File: src/rtl/fifo_pkg.sv
// Shared defaults and sizing helpers for the parametrised synchronous FIFO.
package fifo_pkg;

    localparam int DEF_DATA_W    = 4;
    localparam int DEF_DEPTH     = 8;
    localparam int DEF_AF_THRESH = 6;
    localparam int DEF_AE_THRESH = 2;

    // Pointer width: address bits plus one wrap bit. This is also the width
    // of the occupancy count, which must represent 0..DEPTH inclusive.
    function automatic int ptr_w(input int depth);
        return $clog2(depth) + 1;
    endfunction

    function automatic bit is_pow2(input int value);
        return (value > 0) && ((value & (value - 1)) == 0);
    endfunction

endpackage

File: src/rtl/fifo_sync_param_if.sv
// Handshake and status bundle between the FIFO and the logic driving it.
interface fifo_sync_param_if #(
    parameter int DATA_W = fifo_pkg::DEF_DATA_W,
    parameter int DEPTH  = fifo_pkg::DEF_DEPTH
);
    import fifo_pkg::*;

    localparam int CNT_W = ptr_w(DEPTH);

    logic              clr;
    logic              wr_rq;
    logic [DATA_W-1:0] wdata;
    logic              rd_rq;
    logic [DATA_W-1:0] rdata;
    logic              rd_valid;
    logic              full;
    logic              empty;
    logic              almost_full;
    logic              almost_empty;
    logic [CNT_W-1:0]  count;
    logic              overflow;
    logic              underflow;

    // Producer/consumer side: issues requests, observes data and status.
    modport master (
        output clr, wr_rq, wdata, rd_rq,
        input  rdata, rd_valid, full, empty, almost_full, almost_empty,
               count, overflow, underflow
    );

    // FIFO side.
    modport slave (
        input  clr, wr_rq, wdata, rd_rq,
        output rdata, rd_valid, full, empty, almost_full, almost_empty,
               count, overflow, underflow
    );

endinterface

File: src/rtl/fifo_mem.sv
// DEPTH x DATA_W storage: one synchronous write port, one asynchronous read port.
module fifo_mem #(
    parameter int DATA_W = 4,
    parameter int DEPTH  = 8,
    localparam int ADDR_W = $clog2(DEPTH)
) (
    input  logic              clk,
    input  logic              we,
    input  logic [ADDR_W-1:0] waddr,
    input  logic [DATA_W-1:0] wdata,
    input  logic [ADDR_W-1:0] raddr,
    output logic [DATA_W-1:0] rdata
);

    logic [DATA_W-1:0] mem [DEPTH];

    // Write port: store the word at the write address on an accepted write.
    // NOTE: storage has no reset on purpose; occupancy is tracked by the
    // pointers, so stale contents are never presented as valid data.
    always_ff @(posedge clk) begin
        if (we) begin
            mem[waddr] <= wdata;
        end
    end

    assign rdata = mem[raddr];

endmodule

File: src/rtl/fifo_sync_param.sv
// Parametrised synchronous FIFO: occupancy count, programmable almost flags,
// sticky overflow/underflow, synchronous flush, optional first-word-fall-through.
module fifo_sync_param
    import fifo_pkg::*;
#(
    parameter int DATA_W    = DEF_DATA_W,
    parameter int DEPTH     = DEF_DEPTH,
    parameter int AF_THRESH = DEF_AF_THRESH,
    parameter int AE_THRESH = DEF_AE_THRESH,
    parameter bit FWFT      = 1'b0
) (
    input  logic               clk,
    input  logic               rst_n,
    fifo_sync_param_if.slave   bus
);

    localparam int PTR_W  = ptr_w(DEPTH);
    localparam int ADDR_W = PTR_W - 1;

    // Elaboration-time parameter sanity.
    if (!is_pow2(DEPTH) || DEPTH < 2 || DEPTH > 64) begin : g_bad_depth
        $error("fifo_sync_param: DEPTH must be a power of two in 2..64");
    end
    if (AE_THRESH >= AF_THRESH) begin : g_bad_thresh
        $error("fifo_sync_param: AE_THRESH must be below AF_THRESH");
    end
    if (DATA_W < 1 || DATA_W > 32) begin : g_bad_width
        $error("fifo_sync_param: DATA_W must be in 1..32");
    end

    logic [PTR_W-1:0]  wr_ptr;
    logic [PTR_W-1:0]  rd_ptr;
    logic [PTR_W-1:0]  count_w;
    logic              full_w;
    logic              empty_w;
    logic              wr_acc;
    logic              rd_acc;
    logic              overflow_q;
    logic              underflow_q;
    logic [DATA_W-1:0] mem_rdata;
    logic [DATA_W-1:0] rdata_o;
    logic              rd_valid_o;

    // Status is derived purely from registered pointers, so every flag
    // reflects accepted operations from the cycle after the accepting edge.
    assign count_w = wr_ptr - rd_ptr;
    assign empty_w = (wr_ptr == rd_ptr);
    assign full_w  = (wr_ptr[ADDR_W-1:0] == rd_ptr[ADDR_W-1:0]) &&
                     (wr_ptr[ADDR_W] != rd_ptr[ADDR_W]);

    // A flush cycle ignores both requests. A read never sees a word written
    // in the same cycle; a write at full is accepted only alongside a read.
    assign rd_acc = bus.rd_rq && !empty_w && !bus.clr;
    assign wr_acc = bus.wr_rq && (!full_w || rd_acc) && !bus.clr;

    fifo_mem #(
        .DATA_W (DATA_W),
        .DEPTH  (DEPTH)
    ) u_mem (
        .clk   (clk),
        .we    (wr_acc),
        .waddr (wr_ptr[ADDR_W-1:0]),
        .wdata (bus.wdata),
        .raddr (rd_ptr[ADDR_W-1:0]),
        .rdata (mem_rdata)
    );

    // Pointer advance, flush and sticky error flags.
    // NOTE: all clocked state uses non-blocking assignments so every register
    // samples pre-edge values, independent of statement order.
    always_ff @(posedge clk or negedge rst_n) begin
        if (!rst_n) begin
            wr_ptr      <= '0;
            rd_ptr      <= '0;
            overflow_q  <= 1'b0;
            underflow_q <= 1'b0;
        end else if (bus.clr) begin
            wr_ptr      <= '0;
            rd_ptr      <= '0;
            overflow_q  <= 1'b0;
            underflow_q <= 1'b0;
        end else begin
            if (wr_acc) begin
                wr_ptr <= wr_ptr + PTR_W'(1);
            end
            if (rd_acc) begin
                rd_ptr <= rd_ptr + PTR_W'(1);
            end
            if (bus.wr_rq && !wr_acc) begin
                overflow_q <= 1'b1;
            end
            if (bus.rd_rq && empty_w) begin
                underflow_q <= 1'b1;
            end
        end
    end

    if (FWFT) begin : g_fwft
        // Head word shown directly; forced to zero while empty so the bus
        // never carries stale storage contents.
        assign rdata_o    = empty_w ? '0 : mem_rdata;
        assign rd_valid_o = !empty_w;
    end else begin : g_registered
        logic [DATA_W-1:0] rdata_q;
        logic              rd_valid_q;

        // Read register: capture the head on an accepted read, flag it valid
        // for exactly one cycle; data holds otherwise (including on flush).
        always_ff @(posedge clk or negedge rst_n) begin
            if (!rst_n) begin
                rdata_q    <= '0;
                rd_valid_q <= 1'b0;
            end else begin
                rd_valid_q <= rd_acc;
                if (rd_acc) begin
                    rdata_q <= mem_rdata;
                end
            end
        end

        assign rdata_o    = rdata_q;
        assign rd_valid_o = rd_valid_q;
    end

    assign bus.rdata        = rdata_o;
    assign bus.rd_valid     = rd_valid_o;
    assign bus.full         = full_w;
    assign bus.empty        = empty_w;
    assign bus.almost_full  = (count_w >= PTR_W'(AF_THRESH));
    assign bus.almost_empty = (count_w <= PTR_W'(AE_THRESH));
    assign bus.count        = count_w;
    assign bus.overflow     = overflow_q;
    assign bus.underflow    = underflow_q;

endmodule

File: src/flat_wrapper.sv
// flat-port wrapper written by rule: the top's interface ports become plain ports
module fifo_sync_param_flat import fifo_pkg::*;
#(
    parameter int DATA_W    = DEF_DATA_W,
    parameter int DEPTH     = DEF_DEPTH,
    parameter int AF_THRESH = DEF_AF_THRESH,
    parameter int AE_THRESH = DEF_AE_THRESH,
    parameter bit FWFT      = 1'b0
)
  (clk, rst_n, bus_clr, bus_wr_rq, bus_wdata, bus_rd_rq, bus_rdata, bus_rd_valid, bus_full, bus_empty, bus_almost_full, bus_almost_empty, bus_count, bus_overflow, bus_underflow);
  fifo_sync_param_if #(.DATA_W(DATA_W), .DEPTH(DEPTH)) bus_i ();
  input  logic clk;
  input  logic rst_n;
  input wire logic [$bits(bus_i.clr)-1:0] bus_clr;
  input wire logic [$bits(bus_i.wr_rq)-1:0] bus_wr_rq;
  input wire logic [$bits(bus_i.wdata)-1:0] bus_wdata;
  input wire logic [$bits(bus_i.rd_rq)-1:0] bus_rd_rq;
  output wire logic [$bits(bus_i.rdata)-1:0] bus_rdata;
  output wire logic [$bits(bus_i.rd_valid)-1:0] bus_rd_valid;
  output wire logic [$bits(bus_i.full)-1:0] bus_full;
  output wire logic [$bits(bus_i.empty)-1:0] bus_empty;
  output wire logic [$bits(bus_i.almost_full)-1:0] bus_almost_full;
  output wire logic [$bits(bus_i.almost_empty)-1:0] bus_almost_empty;
  output wire logic [$bits(bus_i.count)-1:0] bus_count;
  output wire logic [$bits(bus_i.overflow)-1:0] bus_overflow;
  output wire logic [$bits(bus_i.underflow)-1:0] bus_underflow;
  assign bus_i.clr = bus_clr;
  assign bus_i.wr_rq = bus_wr_rq;
  assign bus_i.wdata = bus_wdata;
  assign bus_i.rd_rq = bus_rd_rq;
  assign bus_rdata = bus_i.rdata;
  assign bus_rd_valid = bus_i.rd_valid;
  assign bus_full = bus_i.full;
  assign bus_empty = bus_i.empty;
  assign bus_almost_full = bus_i.almost_full;
  assign bus_almost_empty = bus_i.almost_empty;
  assign bus_count = bus_i.count;
  assign bus_overflow = bus_i.overflow;
  assign bus_underflow = bus_i.underflow;
  fifo_sync_param #(.DATA_W(DATA_W), .DEPTH(DEPTH), .AF_THRESH(AF_THRESH), .AE_THRESH(AE_THRESH), .FWFT(FWFT)) u_core (.clk(clk), .rst_n(rst_n), .bus(bus_i));
endmodule
File: config.mk
export PLATFORM = sky130hd
export DESIGN_NAME = fifo_sync_param_flat
export DESIGN_NICKNAME = d
export VERILOG_FILES = /design/src/rtl/fifo_pkg.sv /design/src/rtl/fifo_sync_param_if.sv /design/src/rtl/fifo_mem.sv /design/src/rtl/fifo_sync_param.sv /design/src/flat_wrapper.sv
export SDC_FILE = /design/constraint.sdc
export NUM_CORES = 1
export LEC_CHECK = 0
export CORE_MARGIN = 5
export CORE_UTILIZATION = 49
export CTS_CLUSTER_DIAMETER = 80
export CTS_CLUSTER_SIZE = 20
export DETAILED_ROUTE_END_ITERATION = 10
export PLACE_DENSITY = 0.74
export SLEW_MARGIN = 15
export SYNTH_ARGS = -nofsm -noshare
export SYNTH_HDL_FRONTEND = slang
export SYNTH_SLANG_ARGS = --single-unit
File: constraint.sdc
create_clock -name clk -period 2.7 [get_ports clk]
set_input_delay 0.54 -clock clk [delete_from_list [all_inputs] [get_ports clk]]
set_output_delay 0.54 -clock clk [all_outputs]
set_load 0.02 [all_outputs]
Run 1, congestion heat map:
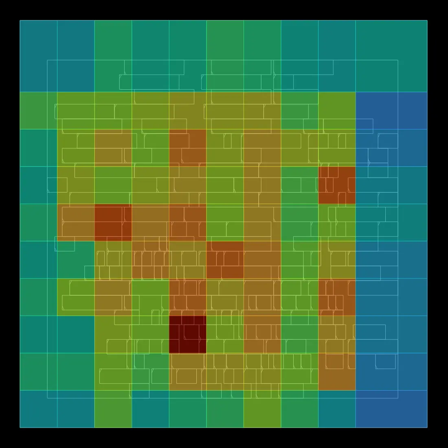
mean routed wirelength per cell: 16.7 um
utilization after layout: 64.0%

Run 1, clock network drawn from the DEF:
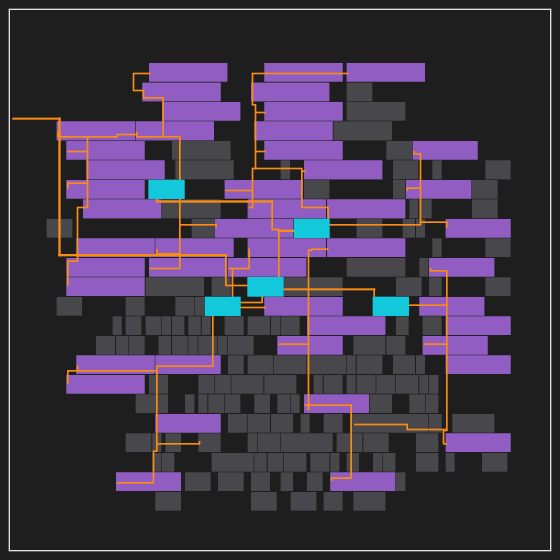
[cells driving clock nets] cyan | count: 5
[flip-flops] purple | count: 47
[clock wires] orange | length: 483 um
routed clock nets: 6

Run 1, met1 routing:
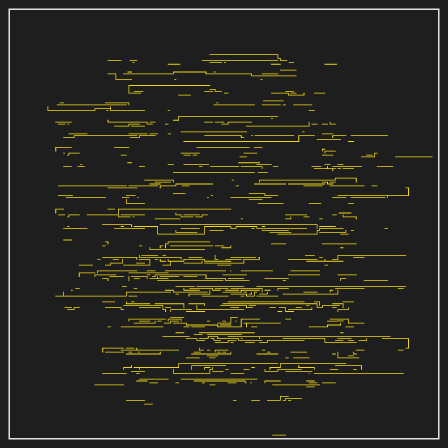
wire length on this layer: 1740 um
share of all routed wire: 44%
nets with wire on the layer: 188
longest straight run: 28.5 um
Routed Wire Length: 3960 um
via count: 1308
fraction of met1 tracks used by global routing: 21.2%

==> reports/qor.csv, run 1 <==
metric,value,unit
sequential cell area,0.00134,mm2
Site Rows,23,
P_seq,0.840,mW
layout cells sized above 1,19.8,%
flops out of synthesis,47,
final period utilization,96.2,%
I/O pin cnt,24,
total tool warning count,27,
main flop type after synthesis,sky130_fd_sc_hd__edfxtp_1,
class of the tightest hold or removal check,flop to flop,
clock tree from TritonCTS,done,
Top logic family,multiplexers,
Switching Share,28.9,%
number of library cell types mapped by synthesis,33,
buffers inserted during post-CTS setup optimization,0,
met3 layer wire length in the routed design,172,um
total power consumption of the routed design,1.88,mW
top cell type by instance count after synthesis,sky130_fd_sc_hd__edfxtp_1,
Reg2Reg Setup Slack,370,ps
Mux cell area share,11.5,%
combinational cell power,0.535,mW
CTS H-tree depth,2,
cell with the most instances on the worst path,sky130_fd_sc_hd__inv_1,
met1 wire length,1740,um
Peak supply drop,0.000376,V
Internal Power,1.34,mW
family of cells with the greatest summed delay on the critical path,adder cells,
wire length of the first global-routing pass,6560,um
leading post-synthesis cells by instance count,"sky130_fd_sc_hd__edfxtp_1 (32), sky130_fd_sc_hd__dfrtp_1 (15), sky130_fd_sc_hd__nor2_1 (13)",
post-synthesis xor/xnor area fraction,3.29,%
yosys cell count,146,
"Reg clk slew, reported paths",80,ps
Clock Skews,5.22,ps
status,completed,
Synth area leaders,"sky130_fd_sc_hd__edfxtp_1 (46%), sky130_fd_sc_hd__dfrtp_1 (18%), sky130_fd_sc_hd__mux4_2 (8.6%)",
post-cts hold-fix buffer tally,0,
data arrival at the endpoint of the critical path,2060,ps
nonclk buf count,37,
part of the total power dissipated in sequential elements,44.7,%
total gr overflow,0,
"Avg Cell Area, Syn",14.3,um2
fraction of power consumed by combinational cells,28.5,%
Post-Place Cell Area,0.00247,mm2
cell leakage power,0.994,nW
standard cell core area,0.00406,mm2
clock share of power,26.8,%
number of sinks driven by the clock tree,47,
final critical-path setup slack,103,ps
initial core utilization,51.6,%
data-path buffer share of cell area in the final layout,12.6,%
power of the clock network,0.503,mW
cell area power density,723,mW/mm2
"FA/HA/MAJ Cells, Area Fraction",3.95,%
# port buffers,23,
proportion of netlist area held by the largest area contributor,45.9,%
Min Hold Slack,492,ps
cell-by-cell listing of the critical path,"inv_1, ha_1, inv_1, fa_1, xor2_2, clkdlybuf4s15_1",
r2r startpoint,u_core.rd_ptr[2]$_DFFE_PN0P_,
global-route usage over all layers,15.8,%
Worst Tran Pin Value,690,ps
area of all placed cells without fillers,0.00260,mm2
worst hold endpoint,u_core.bus.rdata[0]$_DFFE_PN0P_,
drt pass-1 iters,4,
Max transition margin,53.9,%
cell area after synthesis,0.00209,mm2
Post-synth EDFFs,32,
Hold Path Cell Cnt,2,
number of nets in the final layout,201,
Die Outline Area,0.00568,mm2
proportion of synthesized flip-flops having asynchronous set or reset,31.9,%
met2 WL post-DR,1990,um
top cell type by total area after synthesis,sky130_fd_sc_hd__edfxtp_1,
worst reg2reg path depth,6,
DR vias/cell,5.52,
hold path startpoint,u_core.bus.rdata[0]$_DFFE_PN0P_,
antenna violations before repair,0,
"worst slack, placed",-96.3,ps
met2 routing resource usage after global routing,25.0,%
required time at the endpoint of the critical path,2160,ps
"Seq share, synth",63.9,%
termination of the worst setup path,bus_count[2],
number of nets with antenna violations after detailed routing,0,
logic area,724,um2
multi-input combinational area share,27.9,%
fraction of area in registers,51.5,%
vertical die size,75.3,um
Max Root-Sink Buffers,2,
worst setup path category,flop to output port,
critical path startpoint category,flop,
Worst setup startpoint,u_core.wr_ptr[0]$_DFFE_PN0P_,
==> run 1: per-stage QoR <==
| step | instances | utilization (%) | setup TNS [ps] |
|---|---|---|---|
| floorplan | 146 | - | 0 |
| global placement | 229 | 61.0 | 0 |
| detailed placement | 229 | 61.0 | -96.3 |
| CTS | 237 | 63.8 | -43.2 |
| global route | 237 | 64.0 | 0 |
| finish | 237 | 64.0 | 0 |
==> run 1: cells in the final DEF, fill, tap and decap left out, types with 2 or more instances in the layout <==
cell type	n
sky130_fd_sc_hd__a21oi_1	3
sky130_fd_sc_hd__a31oi_1	3
sky130_fd_sc_hd__buf_4	15
sky130_fd_sc_hd__clkbuf_8	5
sky130_fd_sc_hd__clkdlybuf4s50_1	17
sky130_fd_sc_hd__dfrtp_1	15
sky130_fd_sc_hd__dlygate4sd2_1	2
sky130_fd_sc_hd__edfxtp_1	32
sky130_fd_sc_hd__ha_1	5
sky130_fd_sc_hd__inv_1	9
sky130_fd_sc_hd__mux2i_1	6
sky130_fd_sc_hd__mux4_2	8
sky130_fd_sc_hd__nand2_1	7
sky130_fd_sc_hd__nand2b_1	4
sky130_fd_sc_hd__nand3_1	3
sky130_fd_sc_hd__nor2_1	13
sky130_fd_sc_hd__nor3_1	3
sky130_fd_sc_hd__nor4_1	2
sky130_fd_sc_hd__o211ai_1	2
sky130_fd_sc_hd__o21ai_0	6
sky130_fd_sc_hd__xnor2_1	4
sky130_fd_sc_hd__xor2_2	2
==> run 1: flip-flops by register name, summed over array words and instances, names as in the netlist <==
signal                count
u_core.u_mem.mem         32
u_core.bus.rdata          4
u_core.rd_ptr             4
u_core.wr_ptr             4
u_core.bus.overflow       1
u_core.bus.rd_valid       1
u_core.bus.underflow      1
## Run 2: what changed since run 1
--- a/config.mk
+++ b/config.mk
@@ -5,7 +5,7 @@
 export SDC_FILE = /design/constraint.sdc
 export NUM_CORES = 1
 export LEC_CHECK = 0
-export CORE_MARGIN = 5
+export CORE_MARGIN = 10
 export CORE_UTILIZATION = 49
 export CTS_CLUSTER_DIAMETER = 80
 export CTS_CLUSTER_SIZE = 20
Run 2, clock network drawn from the DEF:
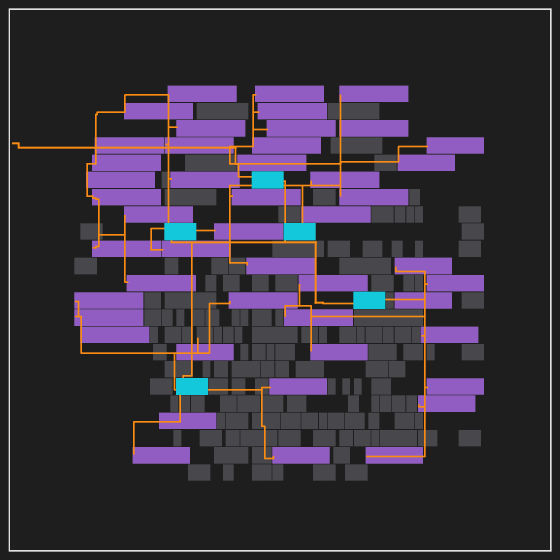
[flip-flops] purple | count: 47
[cells driving clock nets] cyan | count: 5
[clock wires] orange | length: 507 um
routed clock nets: 6

Run 2, congestion heat map:
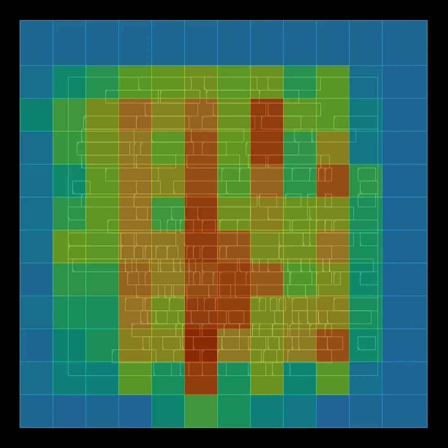
mean routed wirelength per cell: 17.5 um
utilization after layout: 64.0%
met3 routing resource usage after global routing: 4.02%

==> run 2 against run 1 <==
Utilization about the same; register-to-register slack better by 50 ps; routed wire length up 5.2%; largest power group unchanged; fmax down 1.0%; count of clock-buffer cells in the layout up 1; critical path type unchanged; critical path depth down 1; cell area about the same; setup slack worse by 26 ps; synthesized cell count unchanged; first-iteration DRC count up 32%; die size up 28%; global-route usage down 3.9 points.
==> reports/qor.csv, run 2 <==
metric,value,unit
required time at the endpoint of the critical path,2160,ps
class of the tightest hold or removal check,flop to flop,
number of library cell types mapped by synthesis,33,
top cell type by instance count after synthesis,sky130_fd_sc_hd__edfxtp_1,
clock tree from TritonCTS,done,
buffers inserted during post-CTS setup optimization,0,
Worst Tran Pin Value,692,ps
vias in the first global route,1364,
Max transition margin,53.7,%
biggest fanout along the worst timing path,6,
cell area power density,719,mW/mm2
Site Rows,23,
status,completed,
layout cells sized above 1,20.9,%
"Seq share, synth",63.9,%
Hold Path Cell Cnt,2,
total gr overflow,0,
post-cts hold-fix buffer tally,0,
worst reg2reg path depth,6,
termination of the worst setup path,bus_full,
via count,1309,
number of sinks driven by the clock tree,47,
worst hold endpoint,u_core.bus.rdata[3]$_DFFE_PN0P_,
area growth from synthesis to layout,24.2,%
Post-synth EDFFs,32,
flops out of synthesis,47,
proportion of netlist area held by the largest area contributor,45.9,%
hold path startpoint,u_core.bus.rdata[3]$_DFFE_PN0P_,
"Reg clk slew, reported paths",80,ps
final period utilization,97.2,%
total negative slack,0,ps
die extent in x,85.3,um
# port buffers,23,
Reg2Reg Setup Slack,420,ps
critical path startpoint category,flop,
"Avg Cell Area, Syn",14.3,um2
standard cell core area,0.00406,mm2
"Most flops, register",u_core.u_mem.mem,
"worst slack, placed",-58.5,ps
instance count of the mapped netlist,146,
cell leakage power,0.983,nW
highest-count cells in the layout ignoring fill and taps,"sky130_fd_sc_hd__edfxtp_1 (32), sky130_fd_sc_hd__clkdlybuf4s50_1 (17), sky130_fd_sc_hd__dfrtp_1 (15)",
total tool warning count,28,
r2r startpoint,u_core.rd_ptr[2]$_DFFE_PN0P_,
yosys cell count,146,
area of all placed cells without fillers,0.00260,mm2
DR vias/cell,5.52,
leading post-synthesis cells by instance count,"sky130_fd_sc_hd__edfxtp_1 (32), sky130_fd_sc_hd__dfrtp_1 (15), sky130_fd_sc_hd__nor2_1 (13)",
number of flip-flops under the largest register name,32,
clock latency on the worst-skew pair,290,ps
most frequent logic cell in the layout,sky130_fd_sc_hd__edfxtp_1,
total power consumption of the routed design,1.87,mW
top cell type by total area after synthesis,sky130_fd_sc_hd__edfxtp_1,
data arrival at the endpoint of the critical path,2080,ps
number of placed cells counting well taps,229,
Max Root-Sink Buffers,2,
final number of hold-violating endpoints,0,
number of clock buffers inserted by TritonCTS,5,
number of nets in the final layout,201,
Peak supply drop,0.000366,V
antenna violations before repair,0,
Post-Place Cell Area,0.00247,mm2
vertical die size,85.3,um
proportion of synthesized flip-flops having asynchronous set or reset,31.9,%
wire length of the first global-routing pass,6950,um
final critical-path setup slack,76.5,ps
Min Hold Slack,483,ps
Synth area leaders,"sky130_fd_sc_hd__edfxtp_1 (46%), sky130_fd_sc_hd__dfrtp_1 (18%), sky130_fd_sc_hd__mux4_2 (8.6%)",
initial core utilization,51.6,%
Clock Skews,6.83,ps
# Max-Cap Violations,0,
Worst setup startpoint,u_core.rd_ptr[2]$_DFFE_PN0P_,
CTS H-tree depth,2,
drt pass-1 iters,4,
global-route usage over all layers,11.9,%
number of nets with antenna violations after detailed routing,0,
highest clock frequency the design can meet,0.381,GHz
main flop type after synthesis,sky130_fd_sc_hd__edfxtp_1,
cell area after synthesis,0.00209,mm2
"Warnings, synthesis",0,
Routed Wire Length,4160,um
Root Driver,sky130_fd_sc_hd__clkbuf_8,
total nets after synthesis,161,
I/O pin cnt,24,
yosys stat chip area,0.00209,mm2
worst setup path category,flop to output port,
Final Instance Count excl. Fillers,237,
Die Outline Area,0.00728,mm2
==> run 2: metal layers <==
layer | track usage (%) | up-vias | part of all wire, %
met5 | 0 | - | 0
met4 | 2.69 | 0 | 0.22
met3 | 4.02 | 2 | 4.8
met2 | 19.6 | 37 | 53
met1 | 14.9 | 650 | 42
li1 | - | 620 | -
==> run 2: cell families (layout without fill, tap and decap cells) <==
logic type | after synthesis | count (layout) | synth area share (%)
AND-OR/OR-AND | 19 | 19 | 5.68
flip-flops | 47 | 47 | 63.9
XOR/XNOR | 7 | 7 | 3.29
multiplexers | 14 | 14 | 11.5
AND/OR/NAND/NOR | 40 | 40 | 9.33
buffers and inverters | 13 | 54 | 2.39
adder cells (fa/ha/maj) | 6 | 6 | 3.95
==> run 2: repair_timing <==
item | 4_1_cts | 5_1_grt
gates cloned | 0 | 0
resized | 11 | 8
endpoints found under the setup margin | 5 | 4
==> run 2: cell type report <==
type	count	area [um2]	share of cell area, %
Sequential cell	47	1340	51.4
Timing Repair Buffer	37	322	12.4
Multi-Input combinational cell	86	733	28.2
Inverter	9	33.8	1.30
Tap cell	50	62.6	2.41
Clock buffer	6	72.6	2.79
Clock inverter	2	37.5	1.45
==> run 2: critical path, stage by stage, from the launching register on <==
cell,delay (ps)
sky130_fd_sc_hd__dfrtp_1,360
sky130_fd_sc_hd__inv_1,80
sky130_fd_sc_hd__ha_1,400
sky130_fd_sc_hd__nand3_2,190
sky130_fd_sc_hd__nor2_1,150
sky130_fd_sc_hd__clkdlybuf4s50_1,620
==> run 2: power by group <==
part | total, mW | internal (mW) | switching, mW
Combinational | 0.529 | 0.236 | 0.293
Sequential | 0.840 | 0.817 | 0.0232
Clock | 0.499 | 0.276 | 0.223
Power figures rest on the tool's default switching activity, not on a simulated workload.
